==> src/rtl/nibble_serial_subtractor.sv <==
// nibble_serial_subtractor
//   Multi-cycle WIDTH-bit subtractor: z = x - y - b_in, SLICE bits per clock,
//   LSB slice first, borrow carried between slices in a flop.
//   start/ready/done handshake; result registers hold until the next accept.
//   Optional feature macro: SUB_OVERFLOW_EN adds the signed-overflow output ovf.
//
//   state   | meaning
//   --------+-----------------------------------------------------------
//   ST_IDLE | ready=1, waiting for start; operands latched on accept
//   ST_RUN  | one slice per cycle, cnt selects the slice being written
//   ST_DONE | one cycle, done pulse is high, then back to ST_IDLE
module nibble_serial_subtractor #(
  parameter int WIDTH = 16,
  parameter int SLICE = 4
) (
  input  logic             clk,
  input  logic             rst,
  input  logic             start,
  input  logic [WIDTH-1:0] x,
  input  logic [WIDTH-1:0] y,
  input  logic             b_in,
  output logic             ready,
  output logic             done,
  output logic [WIDTH-1:0] z,
  output logic             b_out,
  output logic             zero
`ifdef SUB_OVERFLOW_EN
  ,
  output logic             ovf
`endif
);

  localparam int NSLICE = WIDTH / SLICE;
  localparam int CW     = (NSLICE > 1) ? $clog2(NSLICE) : 1;

  typedef enum logic [1:0] {
    ST_IDLE = 2'd0,
    ST_RUN  = 2'd1,
    ST_DONE = 2'd2
  } state_t;

  state_t           state;
  state_t           state_next;
  logic [CW-1:0]    cnt;
  logic             brw;
  // Operands are shifted right by one slice per RUN cycle, so the active
  // slice is always in the low bits.
  logic [WIDTH-1:0] x_sh;
  logic [WIDTH-1:0] y_sh;
  logic [SLICE:0]   diff;
  logic [WIDTH-1:0] z_upd;
  logic             last;

`ifdef SUB_OVERFLOW_EN
  logic             x_msb;
  logic             y_msb;
`endif

  assign last = (cnt == CW'(NSLICE - 1));

  // Slice difference with borrow; the extra MSB of diff is the borrow out.
  always_comb begin
    diff  = {1'b0, x_sh[SLICE-1:0]} - {1'b0, y_sh[SLICE-1:0]} - {{SLICE{1'b0}}, brw};
    z_upd = z;
    for (int k = 0; k < NSLICE; k++) begin
      if (cnt == CW'(k)) begin
        z_upd[k*SLICE +: SLICE] = diff[SLICE-1:0];
      end
    end
  end

  // State register.
  always_ff @(posedge clk) begin
    if (rst) begin
      state <= ST_IDLE;
    end else begin
      state <= state_next;
    end
  end

  // Next-state logic.
  always_comb begin
    state_next = state;
    case (state)
      ST_IDLE: if (start) state_next = ST_RUN;
      ST_RUN:  if (last)  state_next = ST_DONE;
      ST_DONE: state_next = ST_IDLE;
      default: state_next = ST_IDLE;
    endcase
  end

  // FSM outputs.
  always_comb begin
    ready = (state == ST_IDLE);
  end

  // Datapath: operand latch, slice-by-slice result, final flags and done pulse.
  always_ff @(posedge clk) begin
    if (rst) begin
      cnt   <= '0;
      brw   <= 1'b0;
      x_sh  <= '0;
      y_sh  <= '0;
      z     <= '0;
      b_out <= 1'b0;
      zero  <= 1'b0;
      done  <= 1'b0;
`ifdef SUB_OVERFLOW_EN
      x_msb <= 1'b0;
      y_msb <= 1'b0;
      ovf   <= 1'b0;
`endif
    end else begin
      done <= 1'b0;
      case (state)
        ST_IDLE: begin
          if (start) begin
            x_sh <= x;
            y_sh <= y;
            brw  <= b_in;
            cnt  <= '0;
`ifdef SUB_OVERFLOW_EN
            x_msb <= x[WIDTH-1];
            y_msb <= y[WIDTH-1];
`endif
          end
        end
        ST_RUN: begin
          z    <= z_upd;
          brw  <= diff[SLICE];
          x_sh <= x_sh >> SLICE;
          y_sh <= y_sh >> SLICE;
          cnt  <= last ? '0 : cnt + 1'b1;
          if (last) begin
            b_out <= diff[SLICE];
            zero  <= (z_upd == '0);
            done  <= 1'b1;
`ifdef SUB_OVERFLOW_EN
            ovf   <= (x_msb != y_msb) && (z_upd[WIDTH-1] != x_msb);
`endif
          end
        end
        default: ;
      endcase
    end
  end

endmodule

==> config.mk <==
export PLATFORM = sky130hd
export DESIGN_NAME = nibble_serial_subtractor
export DESIGN_NICKNAME = d
export VERILOG_FILES = /design/src/rtl/nibble_serial_subtractor.sv
export SDC_FILE = /design/constraint.sdc
export NUM_CORES = 1
export LEC_CHECK = 0
export CORE_MARGIN = 1
export CORE_UTILIZATION = 46
export DETAILED_ROUTE_END_ITERATION = 6
export GPL_TIMING_DRIVEN = 0
export HOLD_SLACK_MARGIN = 0.06
export PLACE_DENSITY_LB_ADDON = 0.08
export SYNTH_ARGS = -nofsm -noshare
export SYNTH_HDL_FRONTEND = slang
export SYNTH_SLANG_ARGS = --single-unit
==> constraint.sdc <==
create_clock -name clk -period 2.2 [get_ports clk]
set_clock_uncertainty 0.05 [all_clocks]
set_input_delay 0.55 -clock clk [delete_from_list [all_inputs] [get_ports clk]]
set_output_delay 0.55 -clock clk [all_outputs]
set_load 0.02 [all_outputs]
==> flow_metrics.tcl, run 1 <==
# place-and-route summary
set metrics [dict create \
    status "complete, but fails checks" \
    violations "setup timing" \
    drive_gt1_frac 0.0766 \
    taps 72 \
    critical_path.top_delay_family "adder cells" \
    core_um2 5640 \
    comb_share 0.432 \
    rsz0062_at_grt "true" \
    powerDensity_nw_per_um2 674 \
    dr.first_iter.drc_count 152 \
    drt-met1-wl_mm 3.46 \
    overflow 0 \
    comb.multi_input.count 256 \
    yosysTopAreaCell "dfxtp_1" \
    worstHoldPathType "reg -> reg" \
    ys_chip_area_um2 2770 \
    finalNonFillerCells 490 \
    finalCritPeriodShare 1.09 \
    use_met2 0.367 \
    largest_class "combinational gates" \
    r2r_slack_ns -0.19 \
    finalPower_uw 2410 \
    num_rows 27 \
    buffer_area_frac 0.186 \
    antenna_found_initial 0 \
    tritoncts "yes" \
    top_usage_layer "met2" \
    final_cell_mix "95 x nor2_1, 53 x clkdlybuf4s50_1, 52 x dfxtp_1" \
    synth_area_um2 2770 \
    hold_start "y_sh[0]$_SDFFE_PP0P_" \
    mi_logic_area_um2 1550 \
    fp_nets 402 \
    use_met3 0.0400 \
    crit_type "reg -> reg" \
    path_max_fanout 4 \
    required_ns 2.38 \
    numPortBuffers 54 \
    grt_max_degree 17 \
    warning_count 33 \
    cts_root_buffer "clkbuf_8" \
    dpl-instance-area_um2 3420 \
    top_cells_by_area "dfxtp_1 41%, nor2_1 13%, a21oi_1 5.8%" \
    numSynthFlops 56 \
    max-vdd-ir-drop_mv 0.503 \
    io_pins 56 \
    worstSkewPairLatency_ns 0.31 \
    flop-count 56 \
    critPathCaptureType "register" \
    layout_top_cell "nor2_1" \
    synth-edff-count 0 \
    synth-seq-area-share 0.405 \
    arrival_ns 2.57 \
    rr_startpoint "y_sh[0]$_SDFFE_PP0P_" \
    drcViolationCount 0 \
    cts_buffers 5 \
    seq_share 0.315 \
    postCtsHoldBufs 0 \
    flop_cell "dfxtp_1" \
    max_freq_mhz 418 \
    hold_viol_final 0 \
    buffers 83 \
    worstMarginPinSlew_ns 0.572 \
    finalSetupViolCount 1 \
    clock_buffers 6 \
    ys_async_sr_fraction 0 \
    fin_ws_ns -0.190 \
    place_congestion 0.836 \
    path_cells "inv_2 > fa_2 > ha_4 > xnor2_4 > o221ai_1 > or4_1 > o32ai_2" \
    postRouteWirelength_mm 7.00 \
    vias_per_cell 5.32 \
    detailedPlace.worstSlack_ns -0.268 \
    die_area_um2 6330 \
    whs_ns 0.436 \
]
run 1: cell families after synthesis:
group,count (synthesis),synth area share
AND/OR/NAND/NOR,168,0.287
XOR/XNOR,4,0.0154
buffers and inverters,42,0.0597
AND-OR/OR-AND,67,0.155
adder cells (fa/ha/maj),12,0.0597
multiplexers,5,0.0181
flip-flops,56,0.405
run 1: final timing paths:
check / to / cells past startpoint
max: zero$_SDFFE_PP0P_ / 7
min: y_sh[0]$_SDFFE_PP0P_ / 2
max reg2reg: zero$_SDFFE_PP0P_ / 7
min reg2reg: y_sh[0]$_SDFFE_PP0P_ / 2
run 1: power breakdown:
group          leakage, uW  internal (uW)  switching (uW)  total, uW
clock            0.0000510            253             341        593
combinational     0.000882            327             366        693
sequential        0.000461           1080            44.1       1120
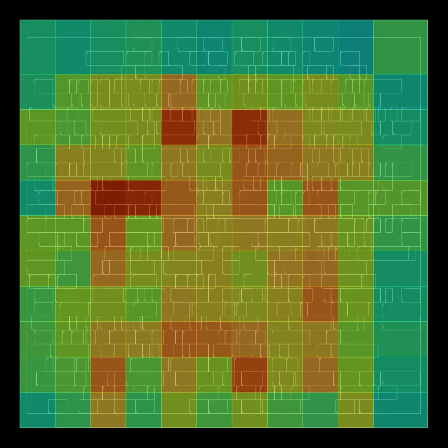
**Above:** run 1 (routing congestion map).
gr usage total: 0.229
GR Layer Usage met1: 0.323

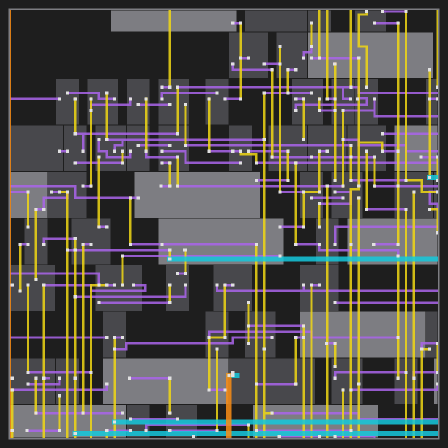
**Above:** run 1 (close-up of the layout).
Window x 7 to 32, y 47 to 72 um. Cells in gray, sequential cells in the stronger gray; small squares are vias.
[yellow] met2
[cyan] met3
[purple] met1
[orange] met4
sequential cells in the window: 8
most frequent: nor2_1 (18), nor2b_1 (9), dfxtp_1 (8)
netlist names of flops here include: y_sh (6)
cells with their middle in the window: 51

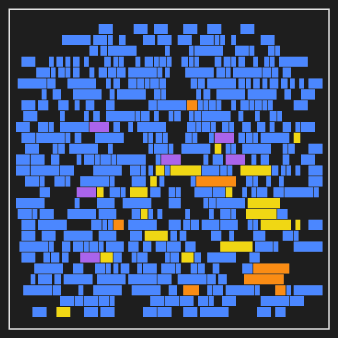
**Above:** run 1 (drive-strength map).
Scale: 4 px per um.
[blue] drive 1 or less | cells: 386 | share: 92% | most used: nor2_1
[yellow] drive 2 | cells: 19 | share: 4.5% | most used: dfxtp_2
[orange] drive 3 to 4 | cells: 7 | share: 1.7% | most used: buf_4
[purple] drive 6 and up | cells: 6 | share: 1.4% | most used: clkbuf_8

**Run 1: cell classes on the final placement**

Scale: 4 px per um.
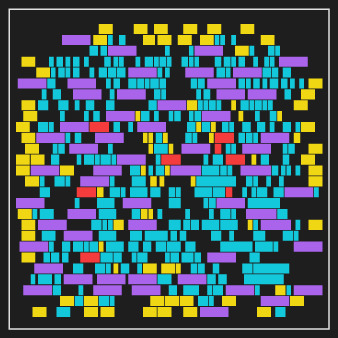

==> run 2, diff against run 1 <==
--- a/config.mk
+++ b/config.mk
@@ -5,12 +5,13 @@
 export SDC_FILE = /design/constraint.sdc
 export NUM_CORES = 1
 export LEC_CHECK = 0
-export CORE_MARGIN = 1
 export CORE_UTILIZATION = 46
 export DETAILED_ROUTE_END_ITERATION = 6
 export GPL_TIMING_DRIVEN = 0
 export HOLD_SLACK_MARGIN = 0.06
 export PLACE_DENSITY_LB_ADDON = 0.08
+export REMOVE_ABC_BUFFERS = 1
+export SLEW_MARGIN = 5
 export SYNTH_ARGS = -nofsm -noshare
 export SYNTH_HDL_FRONTEND = slang
 export SYNTH_SLANG_ARGS = --single-unit
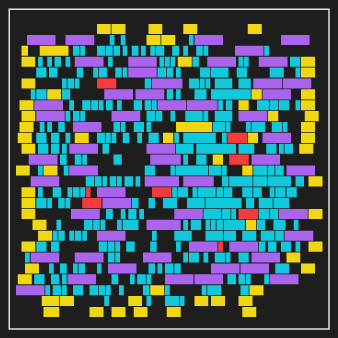
**Above:** run 2 (cell classes on the final placement).
Scale: 4 px per um.
[yellow] other buffers and delay cells | cells: 65
[purple] flip-flops | cells: 56
[red] clock drivers and dummy loads | cells: 8
[cyan] all other logic | cells: 271
final core occ: 0.641
num rows: 27
Layout Cell Area excl Fill: 3620 um2

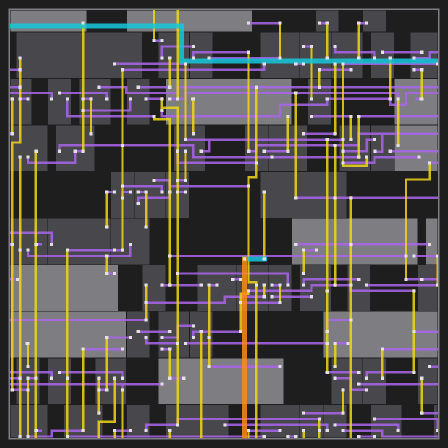
**Above:** run 2 (close-up of the layout).
Window x 7 to 32, y 47 to 72 um. Cells in gray, sequential cells in the stronger gray; small squares are vias.
[cyan] met3
[yellow] met2
[orange] met4
[purple] met1
sequential cells in the window: 6
most frequent: nor2_1 (21), nor2b_1 (8)
cells with their middle in the window: 56
netlist names of flops here include: x_sh (4), y_sh (2)

==> run 2 against run 1 <==
The run still ends with setup timing left. Clock power decreased by 2%. Largest cell class unchanged. Routed wire length decreased by 12%. Synthesized area unchanged. Sequential power about the same. Sequential share of layout area decreased by 0.14 points. Flip-flop count unchanged. Combinational power increased by 6.6%. Die size unchanged. Cell count decreased by 3.7%. Non-clock buffer count decreased by 18. Highest routed layer unchanged. Hold slack got worse by 0.0073 ns. Core utilization increased by 0.71 points.
==> flow_metrics.tcl, run 2 <==
# place-and-route summary
set metrics [dict create \
    status "complete, but fails checks" \
    violations "setup timing" \
    layout_top_cell "nor2_1" \
    finalCritPeriodShare 1.06 \
    crit_buf_inv 1 \
    drt_pass1_iterations 4 \
    antenna_found_initial 0 \
    ys_async_sr_fraction 0 \
    numSynthFlops 56 \
    final_cell_mix "94 x nor2_1, 52 x clkdlybuf4s50_1, 50 x dfxtp_1" \
    r2r_slack_ns -0.12 \
    required_ns 2.38 \
    endpoint "zero$_SDFFE_PP0P_" \
    detailedPlace.worstSlack_ns -1.36 \
    ys_chip_area_um2 2770 \
    synth_area_um2 2770 \
    postCtsHoldBufs 0 \
    fin_ws_ns -0.123 \
    pwr-share-comb 0.302 \
    p_comb_uw 739 \
    place_congestion 0.737 \
    yosysTopAreaCell "dfxtp_1" \
    dpl-instance-area_um2 3320 \
    warning_count 31 \
    rr_startpoint "brw$_SDFFE_PP0P_" \
    critical_path.top_delay_family "adder cells" \
    grt_max_degree 56 \
    cts_root_buffer "clkbuf_8" \
    fa_ha_area_frac 0.0597 \
    overflow 0 \
    rsz0062_at_grt "true" \
    vias_per_cell 5.18 \
    io_pins 56 \
    p_int_uw 1710 \
    path_max_fanout 3 \
    p_sw_uw 741 \
    core_um2 5640 \
    max_freq_mhz 431 \
    pwr-share-seq 0.461 \
    flop_cell "dfxtp_1" \
    r2r_end "zero$_SDFFE_PP0P_" \
    grt_use_total 0.206 \
    synth.cellmix.compoundShare 0.155 \
    synth-edff-count 0 \
    clkPwrFrac 0.237 \
    whs_ns 0.428 \
    die_area_um2 6330 \
    path_cells "inv_2 > fa_2 > ha_4 > xnor2_4 > o221ai_2 > or4_4 > o32ai_2" \
    cts_buffers 5 \
    mi_logic_area_um2 1590 \
    drive_gt1_frac 0.118 \
    switching_share 0.302 \
    dr.first_iter.drc_count 75 \
    worstMarginPinSlew_ns 0.583 \
    powerDensity_nw_per_um2 678 \
    mux_area_frac 0.0181 \
    numPortBuffers 55 \
    pg_clk_uw 581 \
    simple_gate_area_frac 0.287 \
    worstHoldPathType "reg -> reg" \
    cp_num_cells 7 \
    synthXorXnorAreaFrac 0.0154 \
    top_cells_by_area "dfxtp_1 41%, nor2_1 13%, a21oi_1 5.8%" \
    worstSkewPairLatency_ns 0.31 \
    worst_hold_path.endpoint "x_sh[3]$_SDFFE_PP0P_" \
    drcViolationCount 0 \
    postRouteWirelength_mm 6.13 \
    critPathCaptureType "register" \
    finalNonFillerCells 472 \
    crit_type "reg -> reg" \
    finalPower_uw 2450 \
    rr_worst_depth 7 \
    finalSetupViolCount 1 \
    arrival_ns 2.50 \
    synth-seq-area-share 0.405 \
]
run 2: cell counts after synthesis:
No cell type changed its count.
run 2: area by class of cell:
| class | instances | area share |
|---|---|---|
| Multi-Input combinational cell | 256 | 0.440 |
| Timing Repair Buffer | 65 | 0.181 |
| Sequential cell | 56 | 0.313 |
| Clock buffer | 8 | 0.0249 |
| Tap cell | 72 | 0.0249 |
| Inverter | 15 | 0.0156 |
run 2: what timing repair did:
| item | CTS | global route |
|---|---|---|
| setup buffers | 7 | 2 |
| setup endpoints to repair | 41 | 6 |
| gates resized | 20 | 16 |
| pin swaps | 8 | 8 |
| hold endpoints to repair | 0 | 0 |
run 2: per-layer routing:
metal | GRT usage | wire length, um
met1 | 0.240 | 2810
met2 | 0.365 | 3030
met3 | 0.0400 | 193
met4 | 0.0836 | 97
met5 | 0 | 0
==> run 3, diff against run 2 <==
--- a/config.mk
+++ b/config.mk
@@ -8,7 +8,7 @@
 export CORE_UTILIZATION = 46
 export DETAILED_ROUTE_END_ITERATION = 6
 export GPL_TIMING_DRIVEN = 0
-export HOLD_SLACK_MARGIN = 0.06
+export HOLD_SLACK_MARGIN = 0.12
 export PLACE_DENSITY_LB_ADDON = 0.08
 export REMOVE_ABC_BUFFERS = 1
 export SLEW_MARGIN = 5
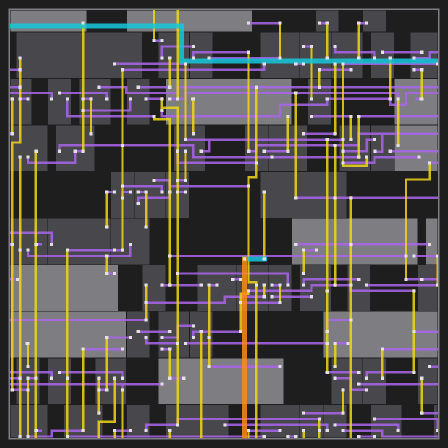
**Above:** run 3 (close-up of the layout).
Window x 7 to 32, y 47 to 72 um. Cells in gray, sequential cells in the stronger gray; small squares are vias.
[orange] met4
[purple] met1
[cyan] met3
[yellow] met2
sequential cells in the window: 6
netlist names of flops here include: x_sh (4), y_sh (2)
most frequent: nor2_1 (21), nor2b_1 (8)
cells with their middle in the window: 56

==> run 3 against run 2 <==
The run still ends with setup timing left. Hold slack is the same. Sequential power about the same. Flip-flop count stayed put. Global-route usage stayed put. Clock power about the same. Critical path type unchanged.
==> flow_metrics.tcl, run 3 <==
# place-and-route summary
set metrics [dict create \
    drcViolationCount 0 \
    dpl-instance-area_um2 3320 \
    io_pins 56 \
    max_freq_mhz 431 \
    num_rows 27 \
    cp_num_cells 7 \
    fin_ws_ns -0.123 \
    cts_buffers 5 \
    flop_cell "dfxtp_1" \
    critical_path.top_delay_family "adder cells" \
    endpoint "zero$_SDFFE_PP0P_" \
    routed-wl-met3_um 193 \
    p_sw_uw 741 \
    status "complete, but fails checks" \
    max-vdd-ir-drop_mv 0.441 \
    switching_share 0.302 \
    hold_depth 2 \
    drive_gt1_frac 0.118 \
    drt_pass1_iterations 4 \
    power-top-group "sequential cells" \
    finalCritPeriodShare 1.06 \
    powerDensity_nw_per_um2 678 \
    p_comb_uw 739 \
    violations "setup timing" \
    whs_ns 0.428 \
    warning_count 31 \
    arrival_ns 2.50 \
    grt_max_degree 56 \
    path_max_fanout 3 \
    r2r_end "zero$_SDFFE_PP0P_" \
    postCtsHoldBufs 0 \
    top_cells_by_area "dfxtp_1 41%, nor2_1 13%, a21oi_1 5.8%" \
    synth-edff-count 0 \
    p_seq_uw 1130 \
    die_area_um2 6330 \
    use_met3 0.0400 \
    numSynthFlops 56 \
    clkPwrFrac 0.237 \
    pwr-share-comb 0.302 \
    path_cells "inv_2 > fa_2 > ha_4 > xnor2_4 > o221ai_2 > or4_4 > o32ai_2" \
    highest_layer "met4" \
    top_usage_layer "met2" \
    detailedPlace.worstSlack_ns -1.36 \
    vias_per_cell 5.18 \
    finalSetupViolCount 1 \
    pwr-share-seq 0.461 \
    core_um2 5640 \
    drt-met1-wl_mm 2.81 \
    tritoncts "yes" \
    finalPower_uw 2450 \
    rr_worst_depth 7 \
    stdcell_area_um2 3620 \
    cts_root_buffer "clkbuf_8" \
    critPathCaptureType "register" \
    rsz0062_at_grt "true" \
    synth-seq-area-share 0.405 \
    overflow 0 \
    p_int_uw 1710 \
    use_met2 0.365 \
    crit_buf_inv 1 \
]
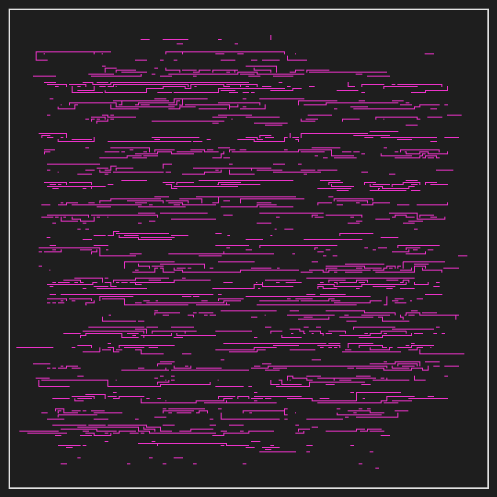
**Above:** run 3 (metal 1).
Scale: 6 px per um.
nets with wire on the layer: 396
wire length on this layer: 2810 um
via count: 2444
GR Layer Usage met1: 0.240
Routed WL: 6.13 mm

[run 3: cell counts after synthesis]
No cell type changed its count.
[run 3: timing repair]
item / in CTS / in global routing
setup buffers: 7 / 2
endpoints found under the setup margin: 41 / 6
gates resized: 20 / 16
pin swaps: 8 / 8
[run 3: cell type report]
type,instances,area [um2],share of cell area
clock buffers,8,90.1,0.0249
inverters,15,56.3,0.0156
flip-flops and latches,56,1130,0.313
repair buffers,65,654,0.181
well taps,72,90.1,0.0249
multi-input cells,256,1590,0.440
[run 3: cells by family (layout without fill, tap and decap cells)]
group,after synthesis,count (layout),synth area share
and+or+nand+nor,168,168,0.287
AOI/OAI and AO/OA,67,67,0.155
DFF,56,56,0.405
buffers and inverters,42,88,0.0597
adders and majority gates,12,12,0.0597
muxes,5,5,0.0181
xor gates and xnor gates,4,4,0.0154
Power figures rest on the tool's default switching activity, not on a simulated workload.
